==> config.mk <==
export PLATFORM = sky130hd
export DESIGN_NAME = sprite_rom_arbiter
export DESIGN_NICKNAME = d
export VERILOG_FILES = /design/src/rtl/sprite_rom_arbiter.sv
export SDC_FILE = /design/constraint.sdc
export NUM_CORES = 1
export LEC_CHECK = 0
export CAP_MARGIN = 20
export CORE_MARGIN = 5
export CORE_UTILIZATION = 44
export CTS_CLUSTER_DIAMETER = 150
export DETAILED_ROUTE_END_ITERATION = 6
export GPL_TIMING_DRIVEN = 0
export PLACE_DENSITY = 0.82
export SLEW_MARGIN = 40
export SYNTH_ARGS = -nofsm -noshare
export SYNTH_HDL_FRONTEND = slang
export SYNTH_SLANG_ARGS = --single-unit
export TNS_END_PERCENT = 10
==> constraint.sdc <==
create_clock -name clk -period 7.05 [get_ports clk]
set_input_delay 1.41 -clock clk [delete_from_list [all_inputs] [get_ports clk]]
set_output_delay 1.41 -clock clk [all_outputs]
set_load 0.01 [all_outputs]
Fig. 1: run 1, metal layers overlaid
Drawn at 6 px/micron.
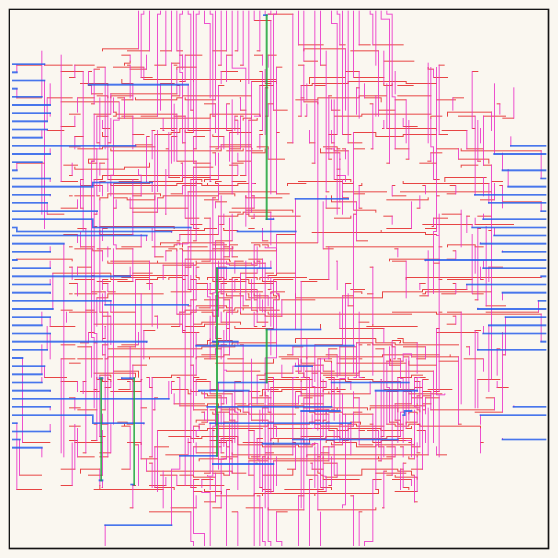
colour	layer	wire length
green	metal 4	109 microns
magenta	metal 2	4090 microns
blue	metal 3	897 microns
red	metal 1	3030 microns
DR vias: 2857
Total Routing Usage GR: 19.8%

Fig. 2: run 1, where the registers sit
Drawn at 6 px/micron. Other sequential cells in the stronger grey, the rest of the logic in the fainter grey.
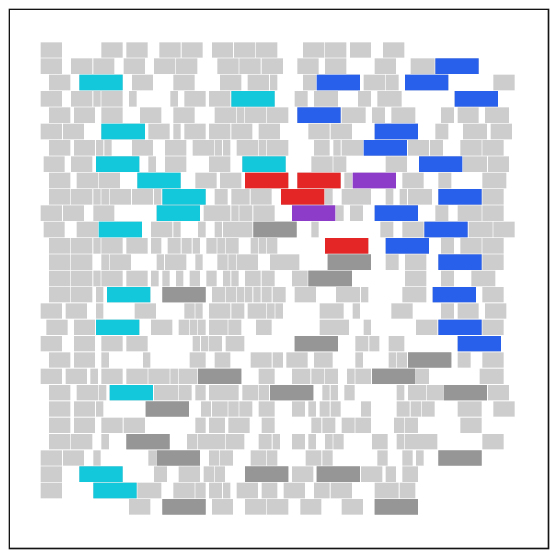
colour	name in the netlist	sequential cells
cyan	rom_addr	14
purple	tag_v_q	2
blue	rsp_data_q	16
red	tag_idx_q	4
FF/Latch Area: 1080 sq um
flop share of the area: 25.2%
Core Util, Final: 68.6%
sequential power: 0.000353 W

Fig. 3: run 1, the clock network
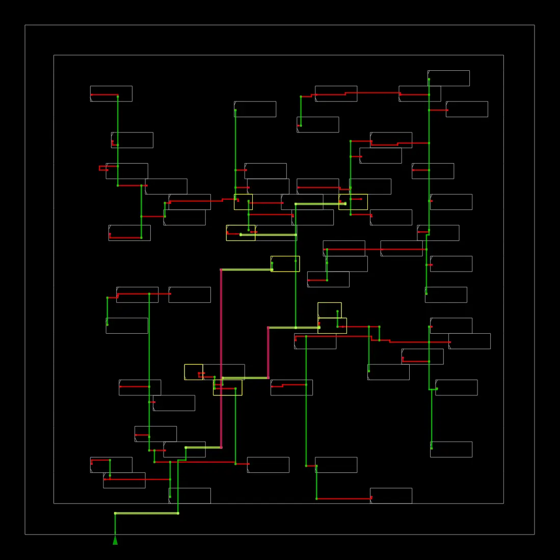
total CTS buffers: 5
CLK BUF: 5

Fig. 4: run 1, cell area per tile
Drawn at 4 px/micron. The die is cut into 9 by 9 equal tiles; white is low, dark blue is high, 0 to 100% covered.
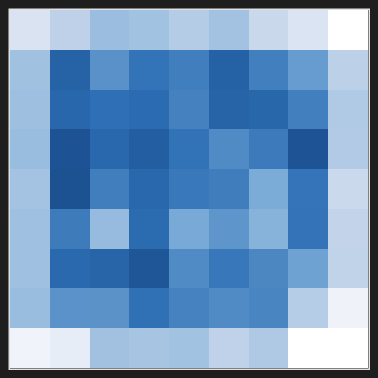
emptiest ninth of the die	south-east
densest ninth of the die	centre
fullest tile	87%
mean over tiles	52%
tiles over 75% full	20%
nearly empty tiles	3.7%
Starting Density: 44.7%
core area: 6240 sq um

==> reports/qor.csv, run 1 <==
metric,value,unit
ir_worst_vdd,0.117,mV
syn_inst,312,
first_iter_violations,119,
clock.fmax,0.177,GHz
cp_num_buf_inv,6,
wl_per_cell,15.4,microns
whs,334,ps
netlist.area_leader.share,38.8,%
clk_pin_slew_worst_paths,110,ps
fp.dieW,89.6,microns
grt_pass1_wl,12500,microns
top_cells_by_count,"dfxtp_1 (54), nand2_1 (39), mux2i_1 (28)",
finalPower,0.000816,W
synthFlopType,dfxtp_1,
dieArea,8030,sq um
ant_nets,0,
fillers,534,
slowest_stage,clkdlybuf4s50_1,
instances_no_fill,527,
synth_seq_share,38.8,%
num-nonclk-buffers,150,
nonClkBufAreaFrac,32.5,%
path_depth,10,
critPathLaunchType,input port,
place_area,4190,sq um
worstPathRequired,5640,ps
cp-end-kind,primary output,
ys_cells,312,
num_rows,29,
synthDistinctLibCells,47,
crit_top_cell,clkdlybuf4s50_1,
status,"finished, final reports clean",
ff_count,54,
grt_pass1_vias,2742,
async_flop_share,0,%
ys_chip_area,2790,sq um
[run 1: report_power, final]
group,internal [W],switching [W],total (W)
Clock,0.0000746,0.000112,0.000186
Combinational,0.000154,0.000122,0.000276
Sequential,0.000336,0.0000172,0.000353
Total,0.000564,0.000251,0.000816
[run 1: routing by layer]
metal	global-route usage [%]	vias up	wire length [microns]
met5	0	-	0
met4	7.85	0	108
met3	6.30	10	896
met2	34.5	126	4090
met1	22.5	1310	3030
li1	-	1411	-
[run 1: cells by family (layout without fill, tap and decap cells)]
kind of cell | after synthesis | in the layout | share of synthesized area, %
mux | 47 | 47 | 17.7
simple gates | 129 | 129 | 23.5
fa+ha+maj | 2 | 2 | 0.897
buf+inv | 27 | 165 | 4.26
flops | 54 | 54 | 38.8
compound gates | 53 | 53 | 14.9
Fig. 5: run 1, PDN straps and rails
Drawn at 4 px/micron. Pins as bars on the die edge. Tap cells in grey.
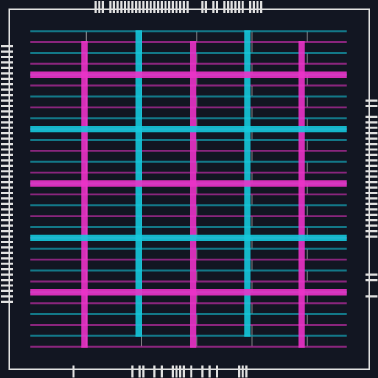

==> inputs of run 2 (changes only) <==
--- a/config.mk
+++ b/config.mk
@@ -7,11 +7,11 @@
 export LEC_CHECK = 0
 export CAP_MARGIN = 20
 export CORE_MARGIN = 5
-export CORE_UTILIZATION = 44
+export CORE_UTILIZATION = 37
 export CTS_CLUSTER_DIAMETER = 150
 export DETAILED_ROUTE_END_ITERATION = 6
 export GPL_TIMING_DRIVEN = 0
-export PLACE_DENSITY = 0.82
+export PLACE_DENSITY = 0.73
 export SLEW_MARGIN = 40
 export SYNTH_ARGS = -nofsm -noshare
 export SYNTH_HDL_FRONTEND = slang
==> constraint.sdc (replaced) <==
create_clock -name clk -period 5 [get_ports clk]
set_input_delay 1 -clock clk [delete_from_list [all_inputs] [get_ports clk]]
set_output_delay 1 -clock clk [all_outputs]
set_load 0.01 [all_outputs]
Fig. 6: run 2, PDN straps and rails
Drawn at 4 px/micron. Pins as bars on the die edge. Tap cells in grey.
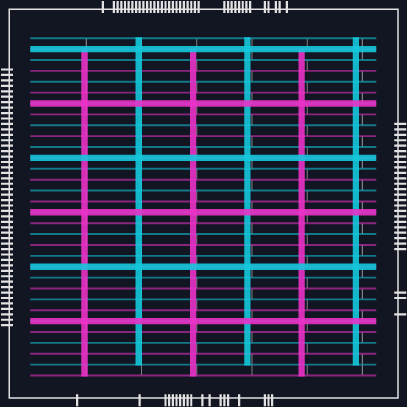
colour	net
magenta	VSS
cyan	VDD
met4 straps	6
met1 rails	32
Die Y-Extent: 96.8 microns
core area: 7290 sq um
worst IR drop on VDD: 0.153 mV
Die Wd: 96.8 microns

Fig. 7: run 2, where the registers sit
Drawn at 4 px/micron. Other sequential cells in the stronger grey, the rest of the logic in the fainter grey.
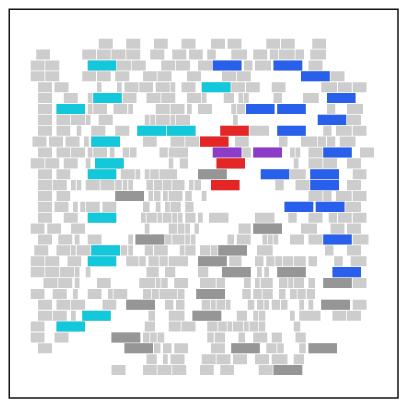
colour	name in the netlist	sequential cells
purple	tag_v_q	2
blue	rsp_data_q	16
red	tag_idx_q	4
cyan	rom_addr	14
not coloured	18
sequential power: 0.000498 W
Core Util, Final: 59.1%

Fig. 8: run 2, metal layers overlaid
Drawn at 4 px/micron.
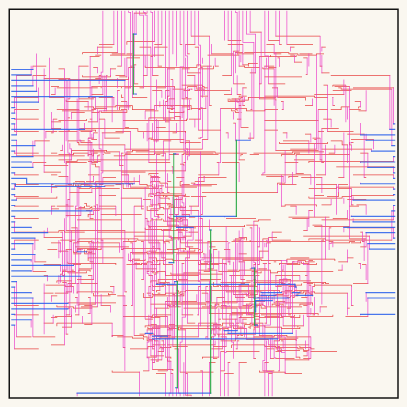
DR vias: 2858
Routed WL per cell: 15.4 microns
final wirelength: 8430 microns

==> run 2 against run 1 <==
Global-route usage fell by 2.3 points. Sequential cell count did not move. Combinational power rose by 42%. Setup slack got worse by 1200 ps. Die area rose by 17%. Final cell count rose by 4.2%. Total power rose by 42%. Clock skew rose by 1.9 ps. Synthesized area did not move. Worst hold slack got worse by 5.0 ps. First-iteration DRC count fell by 31%. Non-clock buffer count did not move.
==> reports/qor.csv, run 2 <==
metric,value,unit,change
status,"finished, final reports clean",,
pwr-share-comb,33.9,%,about the same
finalPower,0.00116,W,+42%
met1Wirelength,3570,microns,+18%
fp-utilization,38.2,%,-6.4 points
crit_top_cell,clkdlybuf4s50_1,,
grt-busiest-layer,met2,,
met2_usage,30.2,%,-4.3 points
synthFlopType,dfxtp_1,,
p_clk,0.000268,W,+44%
pwr-share-clk,23.1,%,+0.2 points
slowest_stage,clkdlybuf4s50_1,,
ant_nets,0,,unchanged
critPathLaunchType,input port,,
num-nonclk-buffers,150,,unchanged
seqCellArea,1080,sq um,unchanged
cp-end-kind,primary output,,
synth_seq_share,38.8,%,unchanged
wl_met3,647,microns,-28%
netlist.area_leader.share,38.8,%,unchanged
num_rows,31,,+6.9%
first_iter_violations,82,,-31%
top_layer,met4,,
nonClkBufAreaFrac,32.3,%,-0.21 points
p_int,0.000796,W,+41%
power-top-group,registers,,
==> run 2: critical path, delay by kind of cell <==
family / cells / cell delay [ps]
AND/OR/NAND/NOR: 2 / 320
AND-OR/OR-AND: 2 / 420
buffers and inverters: 6 / 2070
==> run 2: logic make-up after synthesis <==
family	share of synthesized area (%)
AND-OR/OR-AND	14.9
adder cells (fa/ha/maj)	0.897
multiplexers	17.7
flip-flops	38.8
AND/OR/NAND/NOR	23.5
buffers and inverters	4.26
==> run 2: per-stage QoR <==
step           area [sq um]  util (%)  hold WS [ps]  setup WS, ps  instances
6_report               4310      59.1           329           188        549
5_1_grt                4310      59.1           339          28.1        549
4_1_cts                4310      59.1           333           160        549
3_5_place_dp           4210      57.8           314           177        541
3_3_place_gp           4210      57.8           312           157        541
2_1_floorplan          2790         -           310          1440        312
Power and IR drop assume default switching activity.
